`src/rtl/seg7_defs.sv`:
```
// Shared seven-segment definitions: scan-state encoding, active-low segment
// patterns ({g,f,e,d,c,b,a}) and anode helpers for the display blocks.
package seg7_defs;

  typedef enum logic [1:0] {
    D0 = 2'd0,
    D1 = 2'd1,
    D2 = 2'd2,
    D3 = 2'd3
  } scan_state_t;

  localparam logic [6:0] SEG_0     = 7'b1000000;
  localparam logic [6:0] SEG_1     = 7'b1111001;
  localparam logic [6:0] SEG_2     = 7'b0100100;
  localparam logic [6:0] SEG_3     = 7'b0110000;
  localparam logic [6:0] SEG_4     = 7'b0011001;
  localparam logic [6:0] SEG_5     = 7'b0010010;
  localparam logic [6:0] SEG_6     = 7'b0000010;
  localparam logic [6:0] SEG_7     = 7'b1111000;
  localparam logic [6:0] SEG_8     = 7'b0000000;
  localparam logic [6:0] SEG_9     = 7'b0010000;
  localparam logic [6:0] SEG_A     = 7'b0001000;
  localparam logic [6:0] SEG_B     = 7'b0000011;
  localparam logic [6:0] SEG_C     = 7'b1000110;
  localparam logic [6:0] SEG_D     = 7'b0100001;
  localparam logic [6:0] SEG_E     = 7'b0000110;
  localparam logic [6:0] SEG_F     = 7'b0001110;
  localparam logic [6:0] SEG_BLANK = 7'b1111111;

  localparam logic [3:0] AN_OFF    = 4'b1111;

  // Active-low one-hot anode for the given scan position.
  function automatic logic [3:0] an_for(input scan_state_t s);
    logic [3:0] onehot;
    onehot = 4'b0001 << s;
    return ~onehot;
  endfunction

endpackage

```
`src/rtl/hex_to_seg7.sv`:
```
// Combinational hex nibble to active-low seven-segment pattern decoder.
// Zero latency; purely combinational, no flow control.
module hex_to_seg7
  import seg7_defs::*;
(
  input  logic [3:0] hex,
  output logic [6:0] seg
);

  always_comb begin
    seg = SEG_BLANK;
    case (hex)
      4'h0: seg = SEG_0;
      4'h1: seg = SEG_1;
      4'h2: seg = SEG_2;
      4'h3: seg = SEG_3;
      4'h4: seg = SEG_4;
      4'h5: seg = SEG_5;
      4'h6: seg = SEG_6;
      4'h7: seg = SEG_7;
      4'h8: seg = SEG_8;
      4'h9: seg = SEG_9;
      4'hA: seg = SEG_A;
      4'hB: seg = SEG_B;
      4'hC: seg = SEG_C;
      4'hD: seg = SEG_D;
      4'hE: seg = SEG_E;
      4'hF: seg = SEG_F;
    endcase
  end

endmodule

```
`src/rtl/seven_seg_scanner.sv`:
```
// Four-digit multiplexed seven-segment scanner with tear-free frame-boundary
// updates and leading-zero blanking; outputs registered one clk after state/display.
module seven_seg_scanner
  import seg7_defs::*;
#(
  parameter int DIV_W = 17
) (
  input  logic        clk,
  input  logic        rst,
  input  logic [15:0] data_in,
  input  logic [3:0]  dp_in,
  input  logic        load,
  input  logic        blank_lz,
  output logic [3:0]  an,
  output logic [6:0]  seg,
  output logic        dp,
  output logic        frame_done
);

  logic [DIV_W-1:0] presc;
  logic             tick;
  logic             boundary;
  scan_state_t      state;

  logic [15:0] pend_data;
  logic [3:0]  pend_dp;
  logic        pend;
  logic [15:0] disp_data;
  logic [3:0]  disp_dp;

  logic [1:0]  idx;
  logic [3:0]  cur_nib;
  logic        cur_dp;
  logic        cur_blank;
  logic [6:0]  cur_seg;
  logic        blank3;
  logic        blank2;
  logic        blank1;

  // Free-running prescaler; tick is a clock enable, not a derived clock.
  always_ff @(posedge clk or posedge rst) begin
    if (rst) begin
      presc <= '0;
    end else begin
      presc <= presc + DIV_W'(1);
    end
  end

  assign tick     = &presc;
  assign boundary = tick && (state == D3);

  // Pending is written by load; display only changes at the frame boundary,
  // taking the pending value that existed before any coincident load.
  always_ff @(posedge clk or posedge rst) begin
    if (rst) begin
      pend_data <= '0;
      pend_dp   <= '0;
      pend      <= 1'b0;
      disp_data <= '0;
      disp_dp   <= '0;
    end else begin
      if (boundary && pend) begin
        disp_data <= pend_data;
        disp_dp   <= pend_dp;
      end
      if (load) begin
        pend_data <= data_in;
        pend_dp   <= dp_in;
        pend      <= 1'b1;
      end else if (boundary) begin
        pend      <= 1'b0;
      end
    end
  end

  assign idx = state;

  always_comb begin
    cur_nib = disp_data[3:0];
    case (idx)
      2'd0: cur_nib = disp_data[3:0];
      2'd1: cur_nib = disp_data[7:4];
      2'd2: cur_nib = disp_data[11:8];
      2'd3: cur_nib = disp_data[15:12];
    endcase
  end

  assign cur_dp = disp_dp[idx];

  // Blanking cascades downward from the most significant digit.
  assign blank3 = blank_lz && (disp_data[15:12] == 4'h0);
  assign blank2 = blank3 && (disp_data[11:8] == 4'h0);
  assign blank1 = blank2 && (disp_data[7:4] == 4'h0);

  always_comb begin
    cur_blank = 1'b0;
    case (idx)
      2'd0: cur_blank = 1'b0;
      2'd1: cur_blank = blank1;
      2'd2: cur_blank = blank2;
      2'd3: cur_blank = blank3;
    endcase
  end

  hex_to_seg7 u_dec (
    .hex (cur_nib),
    .seg (cur_seg)
  );

  always_ff @(posedge clk or posedge rst) begin
    if (rst) begin
      state      <= D0;
      an         <= AN_OFF;
      seg        <= SEG_BLANK;
      dp         <= 1'b1;
      frame_done <= 1'b0;
    end else begin
      frame_done <= boundary;
      if (tick) begin
        case (state)
          D0: state <= D1;
          D1: state <= D2;
          D2: state <= D3;
          D3: state <= D0;
        endcase
      end
      if (cur_blank) begin
        an  <= AN_OFF;
        seg <= SEG_BLANK;
        dp  <= 1'b1;
      end else begin
        an  <= an_for(state);
        seg <= cur_seg;
        dp  <= ~cur_dp;
      end
    end
  end

endmodule
```
`config.mk`:
```
export PLATFORM = sky130hd
export DESIGN_NAME = seven_seg_scanner
export DESIGN_NICKNAME = d
export VERILOG_FILES = /design/src/rtl/seg7_defs.sv /design/src/rtl/hex_to_seg7.sv /design/src/rtl/seven_seg_scanner.sv
export SDC_FILE = /design/constraint.sdc
export NUM_CORES = 1
export LEC_CHECK = 0
export ABC_AREA = 1
export CAP_MARGIN = 20
export CORE_MARGIN = 3
export CORE_UTILIZATION = 30
export CTS_CLUSTER_SIZE = 14
export DETAILED_ROUTE_END_ITERATION = 10
export PLACE_DENSITY = 0.46
export REMOVE_ABC_BUFFERS = 1
export SETUP_SLACK_MARGIN = 0.02
export SLEW_MARGIN = 20
export SYNTH_ARGS = -nofsm -noshare
export SYNTH_HDL_FRONTEND = slang
export SYNTH_SLANG_ARGS = --single-unit
```
`constraint.sdc`:
```
create_clock -name clk -period 3.25 [get_ports clk]
set_clock_uncertainty 0.15 [all_clocks]
set_input_delay 0.65 -clock clk [delete_from_list [all_inputs] [get_ports clk]]
set_output_delay 0.65 -clock clk [all_outputs]
set_load 0.01 [all_outputs]
```
==> notes.md, run 1 <==
Notes on the flow outputs.

- The inverter count of the layout excluding clock inverters is around 40.
- The number of max-slew violations in the final report is 0.
- The required time reported for the critical path endpoint reads approximately 3.3 ns.
- Counting flops and latches in the post-synthesis netlist gives about 73.
- The maximum buffer depth of the clock tree is 2.
- The clock tree root buffer cell is sky130_fd_sc_hd__clkbuf_8.
- Non-clock buffers in the final layout number 39.
- The number of distinct library cells after synthesis reads 32.
- The number of setup violations in the final report reads 0.
- Measured on the final layout, buffering overhead outside the clock network stands at 0.0976.
- For reference, the most critical setup path is categorized as flip-flop to flip-flop.
- Synthesis handed over a netlist of about 370 instances.
- The overall overflow remaining after global route is 0.
- The synthesis report names the predominant flop master as sky130_fd_sc_hd__dfrtp_1.
- The worst path arrival time is 2.74 ns.
- The proportion of netlist area held by the largest area contributor reads 0.460.
- The run finished with clean final reports.
- The routed design could run at a clock period as short as approximately 2.7 ns.
- The worst setup path is captured at a flip-flop.
- The total placed instance area is 3840 sq um.
- The fraction of final layout cells with drive strength greater than 1 reads 0.102.
- The number of clock buffers in the layout reads 11.
run 1: worst paths after layout:
path	end	slack (ns)	cells past startpoint	start
worst max-delay path	disp_dp[2]	0.58	12	presc[0]
worst min-delay path	presc[0]	0.31	1	presc[0]
worst max register to register	disp_dp[2]	0.58	12	presc[0]
worst min register to register	presc[0]	0.31	1	presc[0]
max in group asynchronous	an[1]	1.74	3	rst
min in group asynchronous	pend_data[9]	0.53	2	rst
run 1: metrics by stage:
stage / hold slack (ns) / std cells / power (mW)
3_5_place_dp: 0.305 / 532 / 1.04
3_3_place_gp: 0.285 / 532 / 1.04
5_1_grt: 0.342 / 548 / 1.87
4_1_cts: 0.318 / 548 / 1.82
2_1_floorplan: 0.273 / 357 / 0.987
6_report: 0.306 / 548 / 1.78
run 1: metal layers:
layer	part of all wire	GRT usage
met1	0.53	0.160
met2	0.43	0.169
met3	0.028	0.0349
met4	0.015	0.0414
met5	0	0
run 1: flip-flops by register name (all words and copies together), names as in the netlist:
register    flops
pend            1
disp_dp         4
dp              1
idx             2
presc          17
an              4
disp_data      16
frame_done      1
pend_data      16
pend_dp         4
seg             7
run 1: worst max-delay path: cells and delay by family (launching register included):
| kind | cells | cell delay, ns |
|---|---|---|
| AOI/OAI and AO/OA | 1 | 0.08 |
| and+or+nand+nor | 7 | 1.10 |
| buffers and inverters | 2 | 0.36 |
| DFF | 1 | 0.38 |
| adders and majority gates | 2 | 0.49 |
run 1: cells by family (layout without fill, tap and decap cells):
kind of cell,Yosys count,count (layout),share of synthesized area
AND/OR/NAND/NOR,165,165,0.217
flip-flops,73,73,0.555
AND-OR/OR-AND,54,54,0.0879
buffers and inverters,50,95,0.0592
adder cells (fa/ha/maj),13,13,0.0490
XOR/XNOR,12,12,0.0317
run 1: layout by cell type (no fill, tap or decap), types with 2 or more instances in the layout:
master / synthesis / final
sky130_fd_sc_hd__nand3_2: 2 / 2
sky130_fd_sc_hd__nand3_1: 26 / 26
sky130_fd_sc_hd__inv_1: 38 / 37
sky130_fd_sc_hd__nand2_1: 101 / 101
sky130_fd_sc_hd__clkbuf_8: 0 / 9
sky130_fd_sc_hd__ha_1: 13 / 13
sky130_fd_sc_hd__clkdlybuf4s50_1: 0 / 36
sky130_fd_sc_hd__xnor2_1: 4 / 4
sky130_fd_sc_hd__o21ai_0: 46 / 46
sky130_fd_sc_hd__dfstp_2: 12 / 12
sky130_fd_sc_hd__nor3_1: 4 / 4
sky130_fd_sc_hd__clkbuf_1: 8 / 2
sky130_fd_sc_hd__xor2_1: 8 / 8
sky130_fd_sc_hd__a21oi_1: 2 / 2
sky130_fd_sc_hd__buf_4: 0 / 2
sky130_fd_sc_hd__dfrtp_1: 61 / 61
sky130_fd_sc_hd__inv_2: 2 / 3
sky130_fd_sc_hd__nand2_2: 2 / 2
sky130_fd_sc_hd__nor2_1: 22 / 22
sky130_fd_sc_hd__bufinv_16: 0 / 2
run 1: power by group:
| part | switching [mW] | internal [mW] | total [mW] |
|---|---|---|---|
| Clock | 0.334 | 0.433 | 0.767 |
| Sequential | 0.00537 | 0.930 | 0.936 |
| Combinational | 0.0452 | 0.0372 | 0.0824 |
| Total | 0.384 | 1.40 | 1.78 |
**Run 1: sequential cells coloured by netlist name**

Scale bar: 20 um.
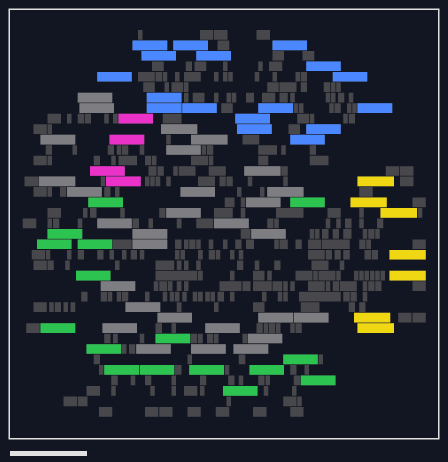
- yellow: seg (sequential cells 7; where east)
- magenta: disp_dp (sequential cells 4)
- green: pend_data (sequential cells 16)
- blue: presc (sequential cells 17)
- not coloured: 29
power consumed by sequential cells: 0.936 mW
utilization after layout: 0.384
total area of sequential cells: 1840 sq um
proportion of cell area occupied by registers: 0.455

**Run 1: I/O nets highlighted**

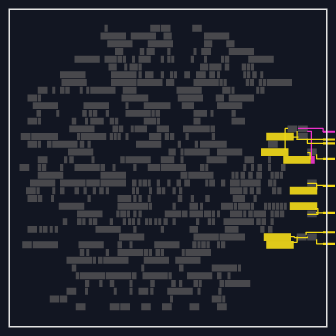
- yellow: seg (bits 7; direction output; edge east; end cells 7; buffers 7; wire 79.8 um)
- magenta: rst (bits 1; direction input; edge east; end cells 1; buffers 1; wire 21.9 um)

**Run 1: metal layers overlaid**

Scale bar: 20 um.
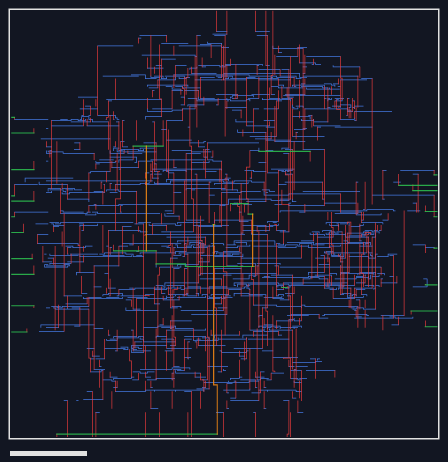
- green: M3 (wire length 184 um)
- red: M2 (wire length 2770 um)
- blue: M1 (wire length 3390 um)
- orange: M4 (wire length 96.1 um)
post-DR wirelength/cell: 11.8 um
total via count in the routed design: 2389

==> run 1 -> run 2 <==
PLACE_DENSITY = 0.48   (was 0.46)
clock period = 2.3 ns   (was 3.25 ns; I/O delays follow)
**Run 2: metal layers overlaid**

Scale bar: 20 um.
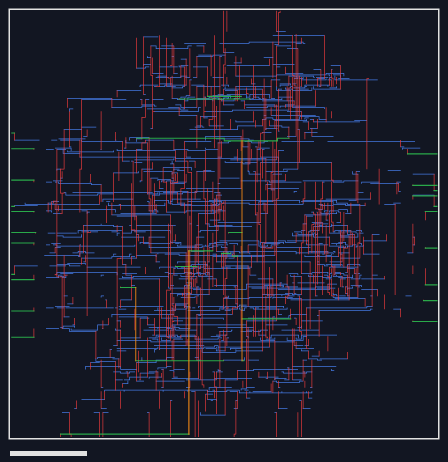
- orange: M4 (wire length 124 um)
- red: M2 (wire length 3060 um)
- green: M3 (wire length 248 um)
- blue: M1 (wire length 3510 um)

==> run 2 against run 1 <==
  * Setup slack got worse by 0.54 ns
  * Routed wire length increased by 7.8%
  * Core utilization increased by 3.6 points
  * Cell area increased by 9.4%
  * Critical path depth unchanged
  * First-iteration DRC count increased by 0.88%
  * Global-route usage decreased by 0.40 points
  * Non-clock buffer count increased by 18
==> notes.md, run 2 <==
Notes on the flow outputs.

- The flow ran to the end, and the final reports show no timing, DRC or antenna violations.
- The number of nets at the end of the flow reads ~460.
- The critical path start-end classification reads flip-flop to flip-flop.
- The placement row count reads 37.
- Counting only logic cells after layout, the most numerous master is sky130_fd_sc_hd__nand2_1.
- The worst path arrival time came to 2.34 ns (-0.40 ns).
- The total placed instance area reads 3900 sq um (+1.7%).
- The number of distinct library cells after synthesis reads 32 (unchanged).
- The wire length per cell is 12.3 um (+4.4%).
- The highest net fanout along the worst path is 7.
- The final hold slack reads 0.322 ns (+0.0159 ns).
- The number of flip-flops under the largest register name reads 17 (unchanged).
- The fraction of final layout cells with drive strength greater than 1 is 0.237 (+0.135).
- The flop and latch count out of synthesis reads 73 (unchanged).
- The shortest clock period the worst path allows after layout reads 2.25 ns (-0.413 ns).
- The layout overhead on the synthesized area reads 33.5%.
- The total number of warnings across the stage logs reads 35.
- The number of vias in the routed layout is 2494 (+4.4%).
- The report counts max-capacitance violations totalling 0.
- The category of the worst setup path capture point is a flip-flop.
- The required time reported for the critical path endpoint is 2.39 ns (-0.93 ns).
- The registers reported with the highest flop counts are presc: 17 flops, disp_data: 16 flops, pend_data: 16 flops.
- The overall overflow remaining after global route came to 0 (unchanged).
- The most common logic cells in the final layout are sky130_fd_sc_hd__nand2_1, sky130_fd_sc_hd__dfrtp_1, sky130_fd_sc_hd__clkdlybuf4s50_1, sky130_fd_sc_hd__inv_1, sky130_fd_sc_hd__o21ai_0.
- The initial DRC count is around 120.
- The proportion of netlist area held by the largest area contributor is 0.460 (unchanged).
- The number of setup violations in the final report is 0 (unchanged).
- The clock tree root buffer cell reads sky130_fd_sc_hd__clkbuf_8.
- The maximum buffer depth of the clock tree is 2 (unchanged).
- The total power density per cell area reads 556 nW/um^2.
- The commonest register cell after synthesis reads sky130_fd_sc_hd__dfrtp_1.
- The count of inserted antenna diode cells is 0.
- The register name with the most flops is presc.
- The die footprint is 12400 sq um.
- The number of max-slew violations in the final report reads 0 (unchanged).
- The detailed-routing iteration count for the pre-antenna-repair pass reads 4.
**Run 2: clock wiring as the flow saved it**

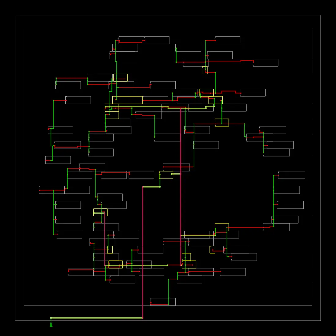
clock insertion delay at the later pin of the skew report: 0.35 ns
power consumed by the clock network: 1.02 mW
number of sequential cells in the layout: 73

==> run 2: cell counts after synthesis <==
No cell type changed its count.
==> run 2: layout make-up <==
cell class	instances	area, sq um
multi-input combinational	244	1450
tap	136	170
fill	1059	6120
timing repair buffer	57	607
clock inverter	5	53.8
inverter	40	153
sequential	73	1840
clock buffer	11	151
==> run 2: repair_timing <==
item | CTS | global route
endpoints found under the setup margin | 21 | 26
gates cloned | 0 | 6
setup buffers | 0 | 5
pin swaps | 0 | 8
gates resized | 2 | 68
==> run 2: kinds of logic (layout without fill, tap and decap cells) <==
family / after synthesis / count (layout) / synth area share
flops: 73 / 73 / 0.555
buf+inv: 50 / 113 / 0.0592
compound gates: 54 / 54 / 0.0879
simple gates: 165 / 165 / 0.217
xor+xnor: 12 / 12 / 0.0317
fa+ha+maj: 13 / 13 / 0.0490
==> run 2: routing by layer <==
metal / global-route usage / up-vias / routed length (um)
li1: - / 1282 / -
met1: 0.156 / 1162 / 3510
met2: 0.159 / 42 / 3060
met3: 0.0300 / 8 / 248
met4: 0.0487 / 0 / 123
met5: 0 / - / 0
==> run 2: worst paths after layout <==
check                      cells after the start          to  slack, ns      start
setup / recovery                              12  disp_dp[0]       0.05   presc[1]
hold / removal                                 1   presc[12]       0.32  presc[12]
setup reg to reg                              12  disp_dp[0]       0.05   presc[1]
hold reg to reg                                1   presc[12]       0.32  presc[12]
max in group asynchronous                      3      seg[1]       1.31        rst
min in group asynchronous                      3   presc[15]       0.36        rst
==> run 2: stage by stage <==
| stage | util | power (mW) | instances |
|---|---|---|---|
| 6_report | 0.420 | 2.46 | 566 |
| 5_1_grt | 0.420 | 2.59 | 566 |
| 4_1_cts | 0.390 | 2.51 | 555 |
| 3_5_place_dp | 0.370 | 1.47 | 539 |
| 3_3_place_gp | 0.370 | 1.47 | 539 |
| 2_1_floorplan | - | 1.39 | 357 |
==> run 2: critical path: cells and delay by family (launching register included) <==
kind | cells | cell delay, ns
and+or+nand+nor | 7 | 0.84
adders and majority gates | 2 | 0.41
DFF | 1 | 0.40
buffers and inverters | 2 | 0.28
AOI/OAI and AO/OA | 1 | 0.05
==> run 2: report_power, final <==
part	internal (mW)	total (mW)	switching (mW)	leakage, nW
clock	0.556	1.02	0.467	0.109
sequential	1.31	1.32	0.00716	0.919
combinational	0.0528	0.119	0.0666	1.03
No activity file was given, so power comes from the tool's default toggle rates.
